run_1/pdn.png
The bar under the picture is 50 um long. Pins as bars on the die edge.
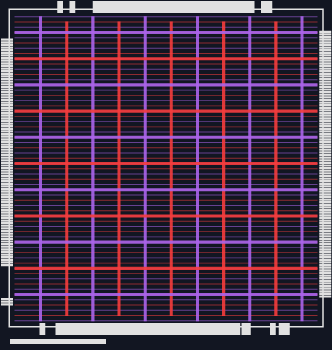
run_1/cell_classes.png
Fill, decap, tap and diode cells in gray.
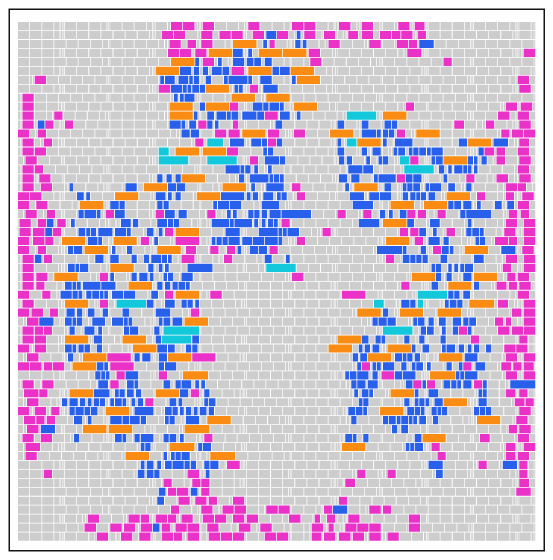
run_1/clock_map.png
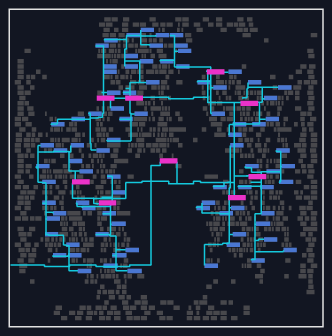
`src/rtl/timetag_readout_splitter.sv`:
```
`timescale 1ns/1ps
// timetag_readout_splitter
//
// Splits the merged timetag readout stream (one header beat, then the
// timestamp block, then the sample block, one last at frame end) back into a
// timestamp stream and a sample stream.
//
// Header beat layout: [COUNT_WIDTH-1:0] = N_T (timestamp words),
// [2*COUNT_WIDTH-1:COUNT_WIDTH] = N_S (sample words), upper bits ignored.
// The header is consumed and never forwarded.
//
// Handshake rule for every stream below: a beat transfers on a rising edge of
// ps_clk where valid and ready are both 1. valid never waits on ready. Once
// valid is raised, data/last stay stable until the transfer. Payload is a
// combinational pass-through, so the readout ready is the active output's ready.
//
// Ports
//   ps_clk, ps_reset_n        clock, synchronous active-low reset
//   ps_readout_data_*         merged input stream (data/valid/ready/last)
//   ps_timestamps_*           timestamp output stream
//   ps_samples_*              sample output stream
//   ps_error_clear            one-cycle pulse, clears ps_frame_error
//   ps_frame_error            sticky framing error flag
//   ps_frame_done             one-cycle pulse per correctly terminated frame
//   ps_frame_count            good frame count, wraps at 2^16
//   dbg_state                 current FSM state (0 HEADER, 1 TSTAMP, 2 SAMPLE, 3 DRAIN)
module timetag_readout_splitter #(
  parameter int AXI_MM_WIDTH = 128,
  parameter int COUNT_WIDTH  = 32
) (
  input  logic                    ps_clk,
  input  logic                    ps_reset_n,
  input  logic [AXI_MM_WIDTH-1:0] ps_readout_data_data,
  input  logic                    ps_readout_data_valid,
  output logic                    ps_readout_data_ready,
  input  logic                    ps_readout_data_last,
  output logic [AXI_MM_WIDTH-1:0] ps_timestamps_data,
  output logic                    ps_timestamps_valid,
  input  logic                    ps_timestamps_ready,
  output logic                    ps_timestamps_last,
  output logic [AXI_MM_WIDTH-1:0] ps_samples_data,
  output logic                    ps_samples_valid,
  input  logic                    ps_samples_ready,
  output logic                    ps_samples_last,
  input  logic                    ps_error_clear,
  output logic                    ps_frame_error,
  output logic                    ps_frame_done,
  output logic [15:0]             ps_frame_count,
  output logic [1:0]              dbg_state
);

  typedef enum logic [1:0] {
    ST_HEADER = 2'd0,
    ST_TSTAMP = 2'd1,
    ST_SAMPLE = 2'd2,
    ST_DRAIN  = 2'd3
  } state_t;

  localparam logic [COUNT_WIDTH-1:0] CNT_ZERO = '0;
  localparam logic [COUNT_WIDTH-1:0] CNT_ONE  = COUNT_WIDTH'(1);

  state_t                 state_q, state_d;
  logic [COUNT_WIDTH-1:0] t_rem_q, t_rem_d;
  logic [COUNT_WIDTH-1:0] s_rem_q, s_rem_d;
  logic                   run_q;
  logic                   error_q;
  logic                   done_q;
  logic [15:0]            count_q;

  logic                   active;
  logic                   err_set;
  logic                   good_end;
  logic [COUNT_WIDTH-1:0] hdr_nt;
  logic [COUNT_WIDTH-1:0] hdr_ns;
  logic                   ts_final;
  logic                   s_final;
  logic                   in_hs_ts;
  logic                   in_hs_s;

  // run_q holds everything idle for the first cycle after reset; the raw
  // ps_reset_n term keeps the handshake outputs quiet while reset is held.
  assign active   = run_q & ps_reset_n;

  assign hdr_nt   = ps_readout_data_data[COUNT_WIDTH-1:0];
  assign hdr_ns   = ps_readout_data_data[2*COUNT_WIDTH-1:COUNT_WIDTH];
  assign ts_final = (t_rem_q == CNT_ONE);
  assign s_final  = (s_rem_q == CNT_ONE);
  assign in_hs_ts = ps_readout_data_valid & ps_timestamps_ready;
  assign in_hs_s  = ps_readout_data_valid & ps_samples_ready;

  assign ps_timestamps_data = ps_readout_data_data;
  assign ps_samples_data    = ps_readout_data_data;

  always_comb begin
    state_d               = state_q;
    t_rem_d               = t_rem_q;
    s_rem_d               = s_rem_q;
    ps_readout_data_ready = 1'b0;
    ps_timestamps_valid   = 1'b0;
    ps_timestamps_last    = 1'b0;
    ps_samples_valid      = 1'b0;
    ps_samples_last       = 1'b0;
    err_set               = 1'b0;
    good_end              = 1'b0;
    if (active) begin
      case (state_q)
        ST_HEADER: begin
          ps_readout_data_ready = 1'b1;
          if (ps_readout_data_valid) begin
            if (ps_readout_data_last) begin
              // A one-beat frame is only legal when it announces no payload.
              if (hdr_nt == CNT_ZERO && hdr_ns == CNT_ZERO) good_end = 1'b1;
              else                                          err_set  = 1'b1;
            end else if (hdr_nt != CNT_ZERO) begin
              state_d = ST_TSTAMP;
              t_rem_d = hdr_nt;
              s_rem_d = hdr_ns;
            end else if (hdr_ns != CNT_ZERO) begin
              state_d = ST_SAMPLE;
              t_rem_d = CNT_ZERO;
              s_rem_d = hdr_ns;
            end else begin
              err_set = 1'b1;
              state_d = ST_DRAIN;
            end
          end
        end
        ST_TSTAMP: begin
          ps_timestamps_valid   = ps_readout_data_valid;
          ps_readout_data_ready = ps_timestamps_ready;
          // An early input last still closes the output packet cleanly.
          ps_timestamps_last    = ts_final | ps_readout_data_last;
          if (in_hs_ts) begin
            t_rem_d = t_rem_q - CNT_ONE;
            if (ps_readout_data_last) begin
              state_d = ST_HEADER;
              if (ts_final && s_rem_q == CNT_ZERO) good_end = 1'b1;
              else                                 err_set  = 1'b1;
            end else if (ts_final) begin
              if (s_rem_q != CNT_ZERO) begin
                state_d = ST_SAMPLE;
              end else begin
                err_set = 1'b1;
                state_d = ST_DRAIN;
              end
            end
          end
        end
        ST_SAMPLE: begin
          ps_samples_valid      = ps_readout_data_valid;
          ps_readout_data_ready = ps_samples_ready;
          ps_samples_last       = s_final | ps_readout_data_last;
          if (in_hs_s) begin
            s_rem_d = s_rem_q - CNT_ONE;
            if (ps_readout_data_last) begin
              state_d = ST_HEADER;
              if (s_final) good_end = 1'b1;
              else         err_set  = 1'b1;
            end else if (s_final) begin
              err_set = 1'b1;
              state_d = ST_DRAIN;
            end
          end
        end
        ST_DRAIN: begin
          ps_readout_data_ready = 1'b1;
          if (ps_readout_data_valid && ps_readout_data_last) state_d = ST_HEADER;
        end
        default: state_d = ST_HEADER;
      endcase
    end
  end

  always_ff @(posedge ps_clk) begin
    if (!ps_reset_n) begin
      state_q <= ST_HEADER;
      t_rem_q <= CNT_ZERO;
      s_rem_q <= CNT_ZERO;
      run_q   <= 1'b0;
      error_q <= 1'b0;
      done_q  <= 1'b0;
      count_q <= 16'd0;
    end else begin
      state_q <= state_d;
      t_rem_q <= t_rem_d;
      s_rem_q <= s_rem_d;
      run_q   <= 1'b1;
      done_q  <= good_end;
      if (good_end) count_q <= count_q + 16'd1;
      // A new error outranks a clear arriving in the same cycle.
      if (err_set)             error_q <= 1'b1;
      else if (ps_error_clear) error_q <= 1'b0;
    end
  end

  assign ps_frame_error = error_q;
  assign ps_frame_done  = done_q;
  assign ps_frame_count = count_q;
  assign dbg_state      = state_q;

endmodule

```
`config.mk`:
```
export PLATFORM = sky130hd
export DESIGN_NAME = timetag_readout_splitter
export DESIGN_NICKNAME = d
export VERILOG_FILES = /design/src/rtl/timetag_readout_splitter.sv
export SDC_FILE = /design/constraint.sdc
export NUM_CORES = 1
export LEC_CHECK = 0
export CAP_MARGIN = 25
export CORE_AREA = 2 2 160 162
export CTS_CLUSTER_SIZE = 28
export DETAILED_ROUTE_END_ITERATION = 10
export DIE_AREA = 0 0 162 164
export SETUP_SLACK_MARGIN = 0.4
export SYNTH_ARGS = -nofsm -noshare
export SYNTH_HDL_FRONTEND = slang
export SYNTH_SLANG_ARGS = --single-unit
```
`constraint.sdc`:
```
create_clock -name ps_clk -period 3.2 [get_ports ps_clk]
set_input_delay 0.64 -clock ps_clk [delete_from_list [all_inputs] [get_ports ps_clk]]
set_output_delay 0.64 -clock ps_clk [all_outputs]
set_load 0.01 [all_outputs]
```
==> impl_metrics.json, run 1 <==
{
  "drt-pass1-iter-count": 5,
  "final_cell_mix": "clkdlybuf4s50_1, buf_4, nand2_1",
  "ys_sh_simple": 0.219,
  "worstHoldPathCells": 2,
  "log.warning_count": 36,
  "yosysWarnings": 0,
  "area_leaders": "buf_4, dfxtp_1, a21oi_1",
  "hold_slack_ns": 0.459,
  "met3_usage": 0.0437,
  "wl_met2_mm": 10.5,
  "synth-edff-count": 0,
  "vias": 6776,
  "grt_pass1_wl_mm": 33.7,
  "grt_max_degree": 64,
  "top_cells_by_count": "buf_4, nand2_1, dfxtp_1",
  "p_leak_nw": 3.74,
  "cp_cell_sequence": "or4_4 -> nor2_4 -> and3_4 -> nand3_4 -> ha_4 -> nor3_2 -> buf_4 -> buf_6",
  "antenna_found_initial": 1,
  "dr.first_iter.drc_count": 418,
  "drc_errors": 0,
  "synth-xor-area-share": 0.0132,
  "chip_area_mm2": 0.0266,
  "met3_length_mm": 1.39,
  "hold-path-endpoint": "s_rem_q[30]$_SDFFE_PN0P_",
  "worstMarginPinSlew_ns": 0.961,
  "r2r_setup_slack_ns": 0.36,
  "final_common_cell": "clkdlybuf4s50_1",
  "grt.busiest_layer": "met2",
  "fin_area_mm2": 0.00943,
  "syn_to_final_growth_pct": 29.0,
  "post-route-min-period_ns": 2.87,
  "highest_layer": "met5",
  "crit_type": "register to output port",
  "slowest_delay_ns": 0.55,
  "die_h_um": 164,
  "fin_nets": 1197,
  "ys_ff": 85,
  "ys_seq_share": 0.233,
  "syn_nets": 1131,
  "crit_slowest_cell": "or4_4",
  "outcome": "complete, no violations",
  "synth_cells": 981,
  "clockBufferDepth": 2,
  "place_inst": 1352,
  "start_kind": "register",
  "min_from": "s_rem_q[30]$_SDFFE_PN0P_",
  "topCombFamilyByArea": "buffers and inverters",
  "grt.total_usage": 0.158,
  "path_buffers": 2,
  "instances_no_fill": 1382,
  "routed_wl_mm": 21.6,
  "root_buffer": "clkbuf_16",
  "fp_util": 0.294,
  "hold_viol": 0,
  "r2r_start": "t_rem_q[23]$_SDFFE_PN0P_",
  "routedWlPerCell_um": 15.6,
  "antenna_left": 0,
  "place_ws_ns": -0.581,
  "insertion_delay_ns": 0.35,
  "synth.top_cell.area_share": 0.263,
  "top_area_cell": "buf_4",
  "grtUsageMet2": 0.272,
  "place.gp.congestion": 0.829,
  "cts_hold_repair.buffers": 0,
  "drive_gt1_frac": 0.210,
  "wl_met1_mm": 9.32,
  "ir_drop_v": 0.000263,
  "worst-path-stages": 8,
  "cts_sinks": 85,
  "min_path_type": "register to register",
  "grt_pass1_vias": 6447,
  "crit_fanout": 2,
  "cts_setup_buffers": 10,
  "numCtsBuffers": 9,
  "avgSynthCellArea_um2": 7.45,
  "slew_headroom": 0.359
}
-- pdn.png (at the start) --
net	color
VSS	purple
VDD	red
rows	58
met5 straps	11
met1 rails	59
signal pins	416

-- cell_classes.png (at the start) --
class	color	cells
clock drivers and dummy loads	cyan	16
flip-flops	orange	85
other buffers and delay cells	magenta	357
all other logic	blue	594
Core Area: 0.0248 mm2
final core utilization: 0.380
# rows: 58

-- clock_map.png (at the start) --
[flip-flops] blue | count: 85
[clock wires] cyan | length: 1330 um
[cells driving clock nets] magenta | count: 9
flops lie	widely spread

[run 1: flip-flops by register name, indices dropped and copies added (netlist names)]
signal          flops
s_rem_q            32
ps_frame_error      1
ps_frame_count     16
run_q               1
ps_frame_done       1
dbg_state           2
t_rem_q            32
[run 1: report_power, final]
| part | internal (W) | switching [W] | total [W] | leakage, nW |
|---|---|---|---|---|
| sequential | 0.00109 | 0.0000319 | 0.00112 | 0.692 |
| clock | 0.000632 | 0.000465 | 0.00110 | 0.153 |
| combinational | 0.000525 | 0.000551 | 0.00108 | 2.89 |
[run 1: layout make-up]
type,count,area [um2]
fill,2598,15400
multi-input combinational,571,3630
clock inverter,6,70.1
timing repair buffer,357,3280
inverter,23,86.3
tap,330,413
sequential,85,1710
clock buffer,10,239
--- run 2 (diff from run 1) ---
- GPL_ROUTABILITY_DRIVEN: unset -> 0
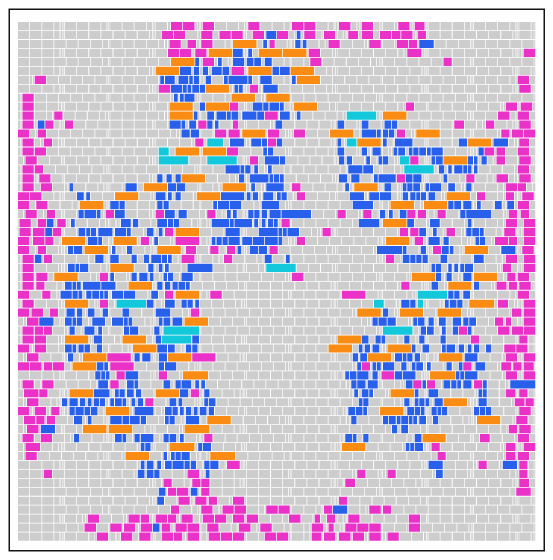
run_2/cell_classes.png
Fill, decap, tap and diode cells in gray.
register share of the cell area: 0.181
fin area: 0.00943 mm2

==> run 2 against run 1 <==
Utilization is the same. Synthesized cell count is the same. Critical endpoint unchanged. Die area is the same. Power is the same. Largest cell class unchanged. Sequential power is essentially flat. Maximum frequency is the same.
==> impl_metrics.json, run 2 <==
{
  "outcome": "complete, no violations",
  "place_ws_ns": -0.581,
  "pwr-share-clk": 0.333,
  "die_width_um": 162,
  "routed_wl_mm": 21.6,
  "top_area_cell": "buf_4",
  "final_common_cell": "clkdlybuf4s50_1",
  "synth_cells": 981,
  "grtUsageMet2": 0.272,
  "r2r_setup_slack_ns": 0.36,
  "post-route-min-period_ns": 2.87,
  "top_cells_by_count": "buf_4, nand2_1, dfxtp_1",
  "hold-path-endpoint": "s_rem_q[30]$_SDFFE_PN0P_",
  "syn_to_final_growth_pct": 29.0,
  "antenna_found_initial": 1,
  "wl_met1_mm": 9.32,
  "numCtsBuffers": 9,
  "clkTransAtPathRegs_ns": 0.07,
  "grt_max_degree": 64,
  "chip_area_mm2": 0.0266,
  "grt_pass1_wl_mm": 33.7,
  "cp_cell_sequence": "or4_4 -> nor2_4 -> and3_4 -> nand3_4 -> ha_4 -> nor3_2 -> buf_4 -> buf_6",
  "max_freq_ghz": 0.348,
  "slowest_delay_ns": 0.55,
  "area_leaders": "buf_4, dfxtp_1, a21oi_1",
  "synth-xor-area-share": 0.0132,
  "min_from": "s_rem_q[30]$_SDFFE_PN0P_",
  "cts_sinks": 85,
  "vias": 6776,
  "root_buffer": "clkbuf_16",
  "num_rows": 58,
  "ys_ff": 85,
  "final_cell_mix": "clkdlybuf4s50_1, buf_4, nand2_1",
  "highest_layer": "met5",
  "final_util": 0.380,
  "syn_nets": 1131,
  "drc_errors": 0,
  "fin_nets": 1197,
  "maxPowerGroup": "sequential cells",
  "setup_violations": 0,
  "start_kind": "register",
  "min_path_type": "register to register",
  "yosysWarnings": 0,
  "overflow": 0,
  "crit_type": "register to output port",
  "fp_util": 0.294,
  "p_int_w": 0.00225,
  "log.warning_count": 36,
  "routedWlPerCell_um": 15.6,
  "pwr-share-comb": 0.326,
  "instances_no_fill": 1382,
  "p_sw_w": 0.00105,
  "mux_area_frac": 0.0205,
  "critical_path.startpoint": "s_rem_q[16]$_SDFFE_PN0P_",
  "cts_hold_repair.buffers": 0,
  "fillCellCount": 2598,
  "synth.top_cell.area_share": 0.263,
  "avgSynthCellArea_um2": 7.45,
  "ys_sh_simple": 0.219,
  "met3_length_mm": 1.39,
  "powerComb_w": 0.00108,
  "grt.busiest_layer": "met2",
  "clockBufferDepth": 2,
  "antenna_left": 0,
  "p_leak_nw": 3.74,
  "worstHoldPathCells": 2,
  "synth-edff-count": 0,
  "crit_fanout": 2,
  "crit_slowest_cell": "or4_4",
  "met3_usage": 0.0437,
  "core_mm2": 0.0248,
  "dr.first_iter.drc_count": 418,
  "hold_slack_ns": 0.459,
  "die_h_um": 164,
  "r2r_start": "t_rem_q[23]$_SDFFE_PN0P_",
  "ys_seq_share": 0.233,
  "hold_viol": 0,
  "ir_drop_v": 0.000263,
  "grt_pass1_vias": 6447,
  "worstMarginPinSlew_ns": 0.961,
  "drive_gt1_frac": 0.210,
  "grt.total_usage": 0.158,
  "slew_headroom": 0.359,
  "drt-pass1-iter-count": 5,
  "wl_met2_mm": 10.5,
  "place_inst": 1352,
  "switching_share": 0.318,
  "p_seq_frac": 0.341,
  "topCombFamilyByArea": "buffers and inverters",
  "p_seq_w": 0.00112
}
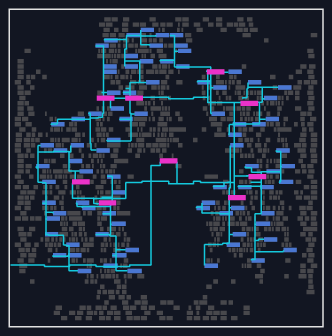
run_2/clock_map.png
[cells driving clock nets] magenta | count: 9
[flip-flops] blue | count: 85
[clock wires] cyan | length: 1330 um
routed clock nets	10
P_clk: 0.00110 W
Latency at later pin: 0.35 ns

[run 2: final cells by class]
| class | count | area (um2) | area share |
|---|---|---|---|
| repair buffers | 357 | 3280 | 0.348 |
| flip-flops and latches | 85 | 1710 | 0.181 |
| multi-input cells | 571 | 3630 | 0.385 |
| inverters | 23 | 86.3 | 0.00916 |
| well taps | 330 | 413 | 0.0438 |
| clock buffers | 10 | 239 | 0.0253 |
| clock inverters | 6 | 70.1 | 0.00743 |
[run 2: what timing repair did]
item / CTS / global route
pin swaps: 31 / 24
buffers inserted: 10 / 4
setup endpoints to repair: 21 / 19
resized: 65 / 29
[run 2: worst max-delay path: cells and delay by family, from the launching register on]
kind | cells | cell delay, ns
AND/OR/NAND/NOR | 5 | 1.13
adder cells (fa/ha/maj) | 1 | 0.18
buffers and inverters | 2 | 0.25
flip-flops | 1 | 0.32
Power and IR drop assume default switching activity.
